### src/rtl/bus_target_regbank.sv
// Bus responder fronting a small 32-bit register bank: ID, STATUS (sticky error
// flag plus access counter) and general RW registers. Register 2 drives ctrl_out.
module bus_target_regbank #(
    parameter logic [16:0] BASE_ADDR   = 17'h04000,
    parameter int unsigned NUM_REGS    = 8,
    parameter int unsigned WAIT_CYCLES = 2,
    parameter logic [31:0] ID_VALUE    = 32'hD0BB_0001
) (
    input  logic        clk,
    input  logic        rst,
    input  logic [16:0] bus_addr,
    input  logic [31:0] bus_write_data,
    input  logic        bus_rd_en,
    input  logic        bus_wr_en,
    output logic [31:0] bus_read_data,
    output logic        bus_ack,
    output logic [31:0] ctrl_out,
    output logic        err_out
);

    localparam int unsigned Lsb  = $clog2(NUM_REGS * 4);
    localparam int unsigned IdxW = Lsb - 2;
    // Counter preload; guarded so WAIT_CYCLES=0 does not underflow.
    localparam logic [3:0] WaitLoad = (WAIT_CYCLES == 0) ? 4'd0 : 4'(WAIT_CYCLES - 1);

    typedef enum logic [1:0] {StIdle, StWait, StAck, StHold} state_e;

    state_e            state_q, state_d;
    logic [3:0]        cnt_q, cnt_d;
    logic [IdxW-1:0]   idx_q, idx_d;
    logic [31:0]       wdata_q, wdata_d;
    logic              rd_q, rd_d;
    logic              wr_q, wr_d;
    logic              err_q, err_d;
    logic [15:0]       acc_cnt_q, acc_cnt_d;
    logic [31:0]       rw_q [NUM_REGS];
    logic [31:0]       rw_d [NUM_REGS];

    logic              hit;
    logic              req;
    logic [IdxW-1:0]   bus_idx;
    logic              unused_addr_bits;

    assign hit              = (bus_addr[16:Lsb] == BASE_ADDR[16:Lsb]);
    assign req              = (bus_rd_en | bus_wr_en) & hit;
    assign bus_idx          = bus_addr[Lsb-1:2];
    assign unused_addr_bits = ^bus_addr[1:0];

    // State and register bank storage with asynchronous reset.
    always_ff @(posedge clk or posedge rst) begin
        if (rst) begin
            state_q   <= StIdle;
            cnt_q     <= '0;
            idx_q     <= '0;
            wdata_q   <= '0;
            rd_q      <= 1'b0;
            wr_q      <= 1'b0;
            err_q     <= 1'b0;
            acc_cnt_q <= '0;
            for (int i = 0; i < NUM_REGS; i++) begin
                rw_q[i] <= '0;
            end
        end else begin
            state_q   <= state_d;
            cnt_q     <= cnt_d;
            idx_q     <= idx_d;
            wdata_q   <= wdata_d;
            rd_q      <= rd_d;
            wr_q      <= wr_d;
            err_q     <= err_d;
            acc_cnt_q <= acc_cnt_d;
            rw_q      <= rw_d;
        end
    end

    // Next-state: request capture, wait countdown, commit at ACK, hold until release.
    always_comb begin
        state_d   = state_q;
        cnt_d     = cnt_q;
        idx_d     = idx_q;
        wdata_d   = wdata_q;
        rd_d      = rd_q;
        wr_d      = wr_q;
        err_d     = err_q;
        acc_cnt_d = acc_cnt_q;
        rw_d      = rw_q;
        unique case (state_q)
            StIdle: begin
                if (req) begin
                    idx_d   = bus_idx;
                    wdata_d = bus_write_data;
                    rd_d    = bus_rd_en;
                    wr_d    = bus_wr_en;
                    if (WAIT_CYCLES == 0) begin
                        state_d = StAck;
                    end else begin
                        state_d = StWait;
                        cnt_d   = WaitLoad;
                    end
                end
            end
            StWait: begin
                // Withdrawal aborts silently; counter is left as is.
                if (!req) begin
                    state_d = StIdle;
                end else if (cnt_q == 4'd0) begin
                    state_d = StAck;
                end else begin
                    cnt_d = cnt_q - 4'd1;
                end
            end
            StAck: begin
                state_d   = StHold;
                acc_cnt_d = acc_cnt_q + 16'd1;
                if (wr_q && !rd_q) begin
                    if (idx_q == IdxW'(1)) begin
                        if (wdata_q[0]) begin
                            err_d = 1'b0;
                        end
                    end else if (idx_q >= IdxW'(2)) begin
                        rw_d[idx_q] = wdata_q;
                    end
                end
                // Protocol error wins over any clear.
                if (rd_q && wr_q) begin
                    err_d = 1'b1;
                end
            end
            StHold: begin
                if (!bus_rd_en && !bus_wr_en) begin
                    state_d = StIdle;
                end
            end
            default: state_d = StIdle;
        endcase
    end

    // Outputs: ack and read data only in the ACK cycle, zero otherwise.
    always_comb begin
        bus_ack       = (state_q == StAck);
        bus_read_data = '0;
        if (state_q == StAck && rd_q && !wr_q) begin
            if (idx_q == IdxW'(0)) begin
                bus_read_data = ID_VALUE;
            end else if (idx_q == IdxW'(1)) begin
                bus_read_data = {acc_cnt_q, 15'b0, err_q};
            end else begin
                bus_read_data = rw_q[idx_q];
            end
        end
    end

    assign ctrl_out = rw_q[2];
    assign err_out  = err_q;

endmodule

### config.mk
export PLATFORM = sky130hd
export DESIGN_NAME = bus_target_regbank
export DESIGN_NICKNAME = d
export VERILOG_FILES = /design/src/rtl/bus_target_regbank.sv
export SDC_FILE = /design/constraint.sdc
export NUM_CORES = 1
export LEC_CHECK = 0
export CAP_MARGIN = 0
export CORE_MARGIN = 1.5
export CORE_UTILIZATION = 55
export CTS_CLUSTER_DIAMETER = 30
export DETAILED_ROUTE_END_ITERATION = 10
export PLACE_DENSITY = 0.77
export SLEW_MARGIN = 5
export SYNTH_ARGS = -nofsm -noshare
export SYNTH_HDL_FRONTEND = slang
export SYNTH_SLANG_ARGS = --single-unit
### constraint.sdc
create_clock -name clk -period 24 [get_ports clk]
set_input_delay 4.8 -clock clk [delete_from_list [all_inputs] [get_ports clk]]
set_output_delay 4.8 -clock clk [all_outputs]
set_load 0.02 [all_outputs]
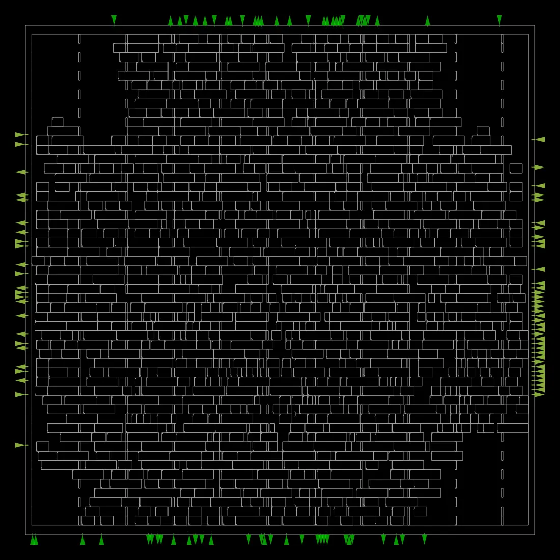
Run 1: placement view
Placeable Area: 21020 um^2
Flops: 252
Final Util: 0.6960

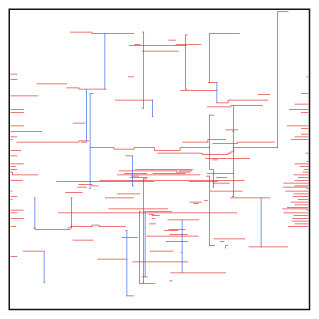
Run 1: wiring by layer
Drawn at 2 px/um. Only two layers are drawn.
metal 3: shown in red, wire length 1740 um. metal 4: shown in blue, wire length 660 um.

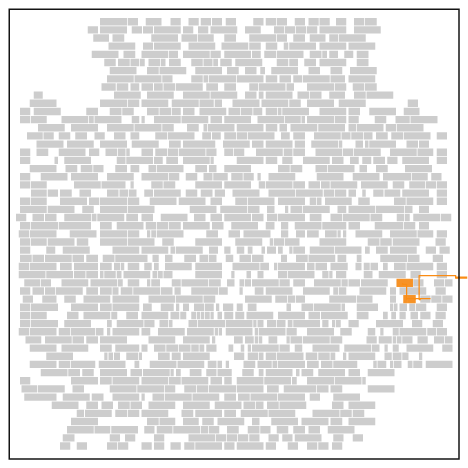
Run 1: I/O nets highlighted
Drawn at 3 px/um.
`bus_rd_en`: shown in orange, direction input, end cells 3, buffers 1, wire 37.1 um.

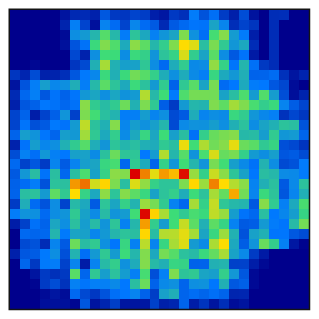
Run 1: routed metal per tile
Drawn at 2 px/um. The die is cut into 30 by 30 equal tiles; dark blue is low, red is high, scaled to the fullest tile. Values are wire area over tile area, all layers added.
The densest ninth of the die: centre. The fullest tile reaches 0.65. The emptiest ninth of the die: upper left. 16% of the tiles are over half the peak. The mean over all tiles is 0.20. 12% of the tiles are nearly empty.

## run 1: power breakdown
group	internal (mW)	switching [mW]	leakage, nW
logic	0.00870	0.0112	2.41
registers	0.426	0.000872	3.51
clock network	0.469	0.225	0.843
total	0.904	0.237	6.76
## run 1: cell families after synthesis
kind of cell / share of synthesized area
flops: 0.5348
simple gates: 0.05125
fa+ha+maj: 0.002122
mux: 0.2941
xor+xnor: 0.01114
buf+inv: 0.04722
compound gates: 0.05932
## run 1: per-layer routing
layer,up-vias,global-route usage,part of all wire
met3,51,0.05396,0.063
met1,3952,0.3609,0.44
met4,0,0.08762,0.024
met5,-,0,0
li1,3361,-,-
met2,252,0.4076,0.47
## run 1: area by class of cell
cell class / instances / area, um^2 / area share
clock buffer: 64 / 1415 / 0.09672
clock inverter: 28 / 307.8 / 0.02104
inverter: 8 / 37.54 / 0.002565
multi-input combinational: 515 / 4951 / 0.3384
sequential: 252 / 6310 / 0.4312
tap: 275 / 344.1 / 0.02352
timing repair buffer: 130 / 1266 / 0.08654
## run 1: final timing paths
kind / startpoint / end / cells after the start
setup / recovery: idx_q[2] / bus_read_data[22] / 6
hold reg to reg: acc_cnt_q[15] / acc_cnt_q[15] / 1
min in group asynchronous: rst / rw_q[20] / 2
hold / removal: acc_cnt_q[15] / acc_cnt_q[15] / 1
max in group asynchronous: rst / idx_q[1] / 3
setup reg to reg: idx_q[1] / ctrl_out[6] / 5
## run 1: state kept, by name, indices dropped and copies added, names as in the netlist, named ones only
register / cells
idx_q: 3
cnt_q: 4
err_out: 1
wdata_q: 32
acc_cnt_q: 16
state_q: 1
ctrl_out: 32
rw_q: 160
wr_q: 1
rd_q: 1
==> deck_impl_summary.md, run 1 <==
Synthesis and Place & Route Summary

Status
  • Outcome: finished, final reports clean

Setup path
  • Crit path max-delay family: buffers and inverters
  • CP peak stage delay: between 1000 and 1500 ps
  • Flop2flop setup slack: 20300 ps
  • Worst-path fanout max: 51

Cells and area
  • Top Layout Cells: dfrtp_1 (249), mux2_2 (224), clkdlybuf4s50_1 (116), clkbuf_16 (51), nor2_1 (31)
  • Post-route cell area: roughly 15000 um^2
  • Layout cells sized above 1: 0.3781

Yosys
  • Net count after synthesis: ~900
  • Top_reg_cell synth: dfrtp_1
  • Synth Seq Share: 0.5348
  • Synth area leader: dfrtp_1
  • Cells in synth_stat.txt: approximately 860
  • Most frequent cell after synthesis: dfrtp_1

Routing
  • Post-DR vias/cell: ~6.0
  • Initial DRC count: 516

Timing
  • Fin Clk Skew: 14.58 ps
  • Setup violators final: 0

Place
  • Port Buffers: ~120
  • Post-DP HPWL: roughly 16 mm

Job
  • Max Cap Viol: 0

Clocking
  • Cts repair resizes: 0
  • Post-CTS Setup Bufs: 0
  • Root buf cell: clkbuf_16

Floorplanning
  • Die Width: between 100 and 150 um

Global routing
  • GR Util All Layers: 0.2595

Pwr
  • Total power draw: ~1.1 mW
Run 1, sequential cells coloured by netlist name:
Drawn at 4 px/um.
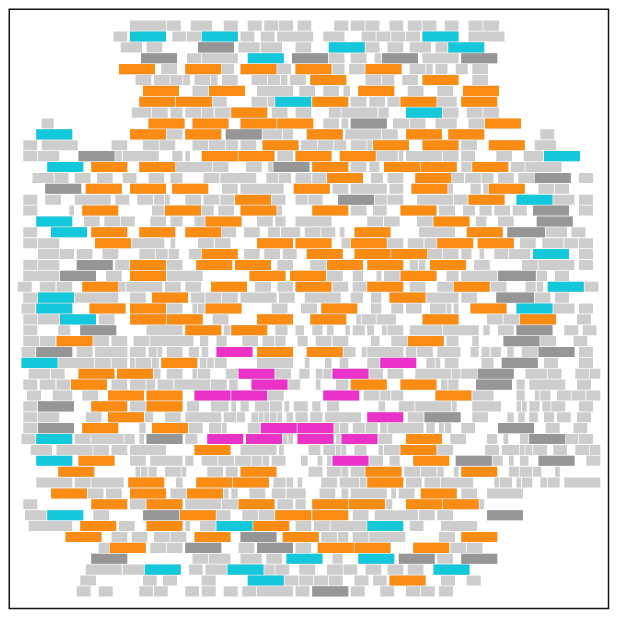

==> run 2: changes to the inputs <==
--- a/config.mk
+++ b/config.mk
@@ -7,10 +7,10 @@
 export LEC_CHECK = 0
 export CAP_MARGIN = 0
 export CORE_MARGIN = 1.5
-export CORE_UTILIZATION = 55
+export CORE_UTILIZATION = 51
 export CTS_CLUSTER_DIAMETER = 30
 export DETAILED_ROUTE_END_ITERATION = 10
-export PLACE_DENSITY = 0.77
+export PLACE_DENSITY = 0.76
 export SLEW_MARGIN = 5
 export SYNTH_ARGS = -nofsm -noshare
 export SYNTH_HDL_FRONTEND = slang
==> constraint.sdc (replaced) <==
create_clock -name clk -period 8.5 [get_ports clk]
set_input_delay 1.7 -clock clk [delete_from_list [all_inputs] [get_ports clk]]
set_output_delay 1.7 -clock clk [all_outputs]
set_load 0.02 [all_outputs]
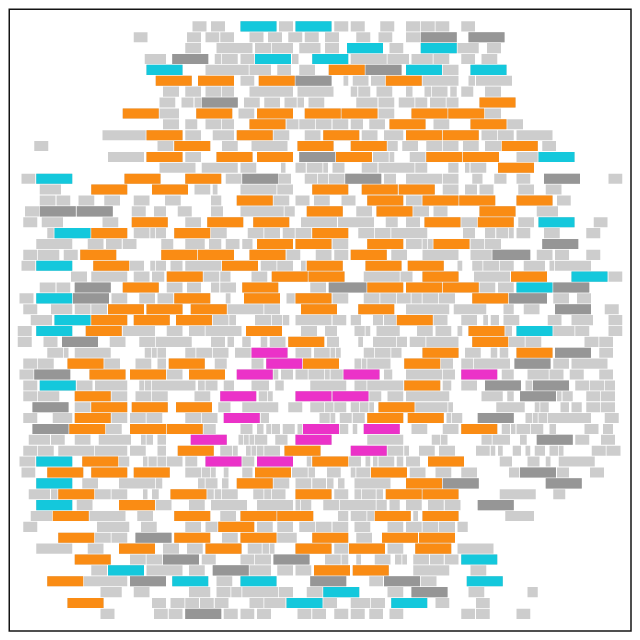
Run 2: sequential cells coloured by netlist name
Drawn at 4 px/um.
`wdata_q`: shown in cyan, flops 32, where widely spread. `acc_cnt_q`: shown in magenta, flops 16. `rw_q`: shown in orange, flops 160.
Another 44 sequential cells are not coloured.
Storage cell area: 6310 um^2
Final Util: 0.6464
Seq power: 1.21 mW
fraction of area in registers: 0.4312

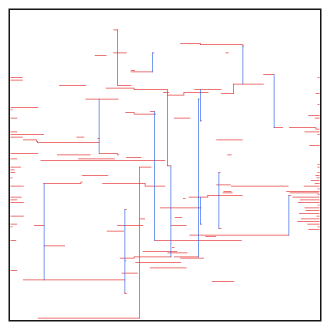
Run 2: wiring by layer
Drawn at 2 px/um. Only two layers are drawn.
GR Util All Layers: 0.2341
wire per inst: 21.54 um
final WL: 27.47 mm

==> run 2 against run 1 <==
Total power rose to 2.8 times the previous value. Non-clock buffer count down 1. Largest power group unchanged. Die size up 7.7%. Synthesized cell count unchanged. Clock power rose to 2.9 times the previous value. Sequential power rose to 2.8 times the previous value. Worst hold slack worse by 6.7 ps. Clock-buffer cell count down 2. Utilization down 5.0 points. Final area about the same. Register-to-register slack worse by 16000 ps. Routed wire length down 0.75%.
==> deck_impl_summary.md, run 2 <==
Synthesis and Place & Route Summary

Cells and area
  • Top Layout Cells: dfrtp_1 (249), mux2_2 (224), clkdlybuf4s50_1 (116), clkbuf_16 (49), nor2_1 (31)
  • Top reg by flops: rw_q

Clocking
  • CTS tree: done
  • Root buf cell: clkbuf_16
  • Post-CTS Setup Bufs: 0 (unchanged)
  • CTS clock-pin slew for the worst setup and hold paths: about 50 ps

Setup path
  • Crit path max-delay family: buffers and inverters
  • Crit path from: idx_q[0]
  • CP peak stage delay: 780 ps (-290 ps)
  • Worst path cell trace: buf_4 > clkinv_1 > o2bb2ai_1 > a22oi_1 > nor2_1 > clkdlybuf4s50_1
  • Worst-path fanout max: 38 (-25%)
  • Worst r2r src: idx_q[0]

Place
  • Post-DP HPWL: 16.12 mm (+0.38%)

Yosys
  • Yosys simple share: 0.05125 (unchanged)
  • Synth Seq Share: 0.5348 (unchanged)
  • Most frequent cell after synthesis: dfrtp_1
  • Net count after synthesis: 917 (unchanged)
  • Top_reg_cell synth: dfrtp_1
  • Xor/xnor share: 0.01114 (unchanged)
  • MUX area fraction: 0.2941 (unchanged)
  • Yosys adder share: 0.002122 (unchanged)

Routing
  • Initial DRC count: 477 (-7.6%)
  • Post-DR vias/cell: 5.851 (-2.3%)

Pwr
  • NetSw: 0.6395 mW (+170%)
  • P_int: 2.600 mW (+190%)
  • Clock-net power: 1.98 mW (+190%)
  • Total power draw: 3.239 mW (+180%)
  • Sw Share: 0.1974 (-0.01010)
  • Gate power share: 0.017 (about the same)
  • Clock Power Share: 0.610 (+0.002)
  • P_comb: 0.0560 mW (+180%)

Floorplanning
  • Placeable Area: 22640 um^2 (+7.7%)
  • Die Width: 155.1 um (+3.8%)

Timing
  • Fin Clk Skew: 13.76 ps (-0.8183 ps)
  • Setup violators final: 0 (unchanged)

Status
  • Outcome: finished, final reports clean

Hold path
  • Hold Crit Start: acc_cnt_q[15]

Job
  • Max Cap Viol: 0 (unchanged)
run 2: cell types whose count changed in the layout (fill, tap and decap cells not counted), moves of 3 or more:
cell,previous run,this run
bufinv_16,5,9
clkbuf_1,4,7
clkbuf_8,9,6
clkinv_4,5,2
inv_6,3,0
run 2: cells by family (layout without fill, tap and decap cells):
logic type,Yosys count,after routing
AND-OR/OR-AND,90,90
AND/OR/NAND/NOR,115,115
flip-flops,252,252
adder cells (fa/ha/maj),2,2
buffers and inverters,95,223
multiplexers,293,293
XOR/XNOR,15,15
run 2: final timing paths:
check                                   end  slack (ps)  cells past startpoint
min in group asynchronous       wdata_q[26]        1440                      2
min                           acc_cnt_q[15]         490                      1
max reg2reg                        rw_q[84]        4780                      5
min reg2reg                   acc_cnt_q[15]         490                      1
max in group asynchronous         rw_q[138]        4930                      4
max                        bus_read_data[1]        2840                      6
run 2: area by class of cell:
class                   instances  area share
clock buffers                  62     0.09123
clock inverters                24     0.02497
inverters                       8    0.002308
multi-input cells             515      0.3391
flip-flops and latches        252      0.4312
well taps                     285     0.02437
repair buffers                129     0.08687
run 2: metrics by stage:
stage / util / cell area [um^2] / hold slack, ps / setup WS (ps) / std cells
after global placement: 0.5713 / 12930 / 463.6 / 3416 / 1189
after floorplan: - / 11800 / 442.0 / 3484 / 862
final: 0.6464 / 14630 / 485.9 / 2841 / 1275
after detailed placement: 0.5713 / 12930 / 461.2 / 3399 / 1189
after global routing: 0.6464 / 14630 / 490.4 / 2679 / 1275
after CTS: 0.6464 / 14630 / 484.9 / 2844 / 1275
run 2: per-layer routing:
layer	up-vias	share of wire	global-route usage	routed length, um
li1	3337	-	-	-
met1	3896	0.45	0.3218	12460
met2	185	0.48	0.3767	13170
met3	42	0.046	0.04290	1252
met4	0	0.021	0.07875	584
met5	-	0	0	0
Power is estimated from default activity; no workload was simulated.
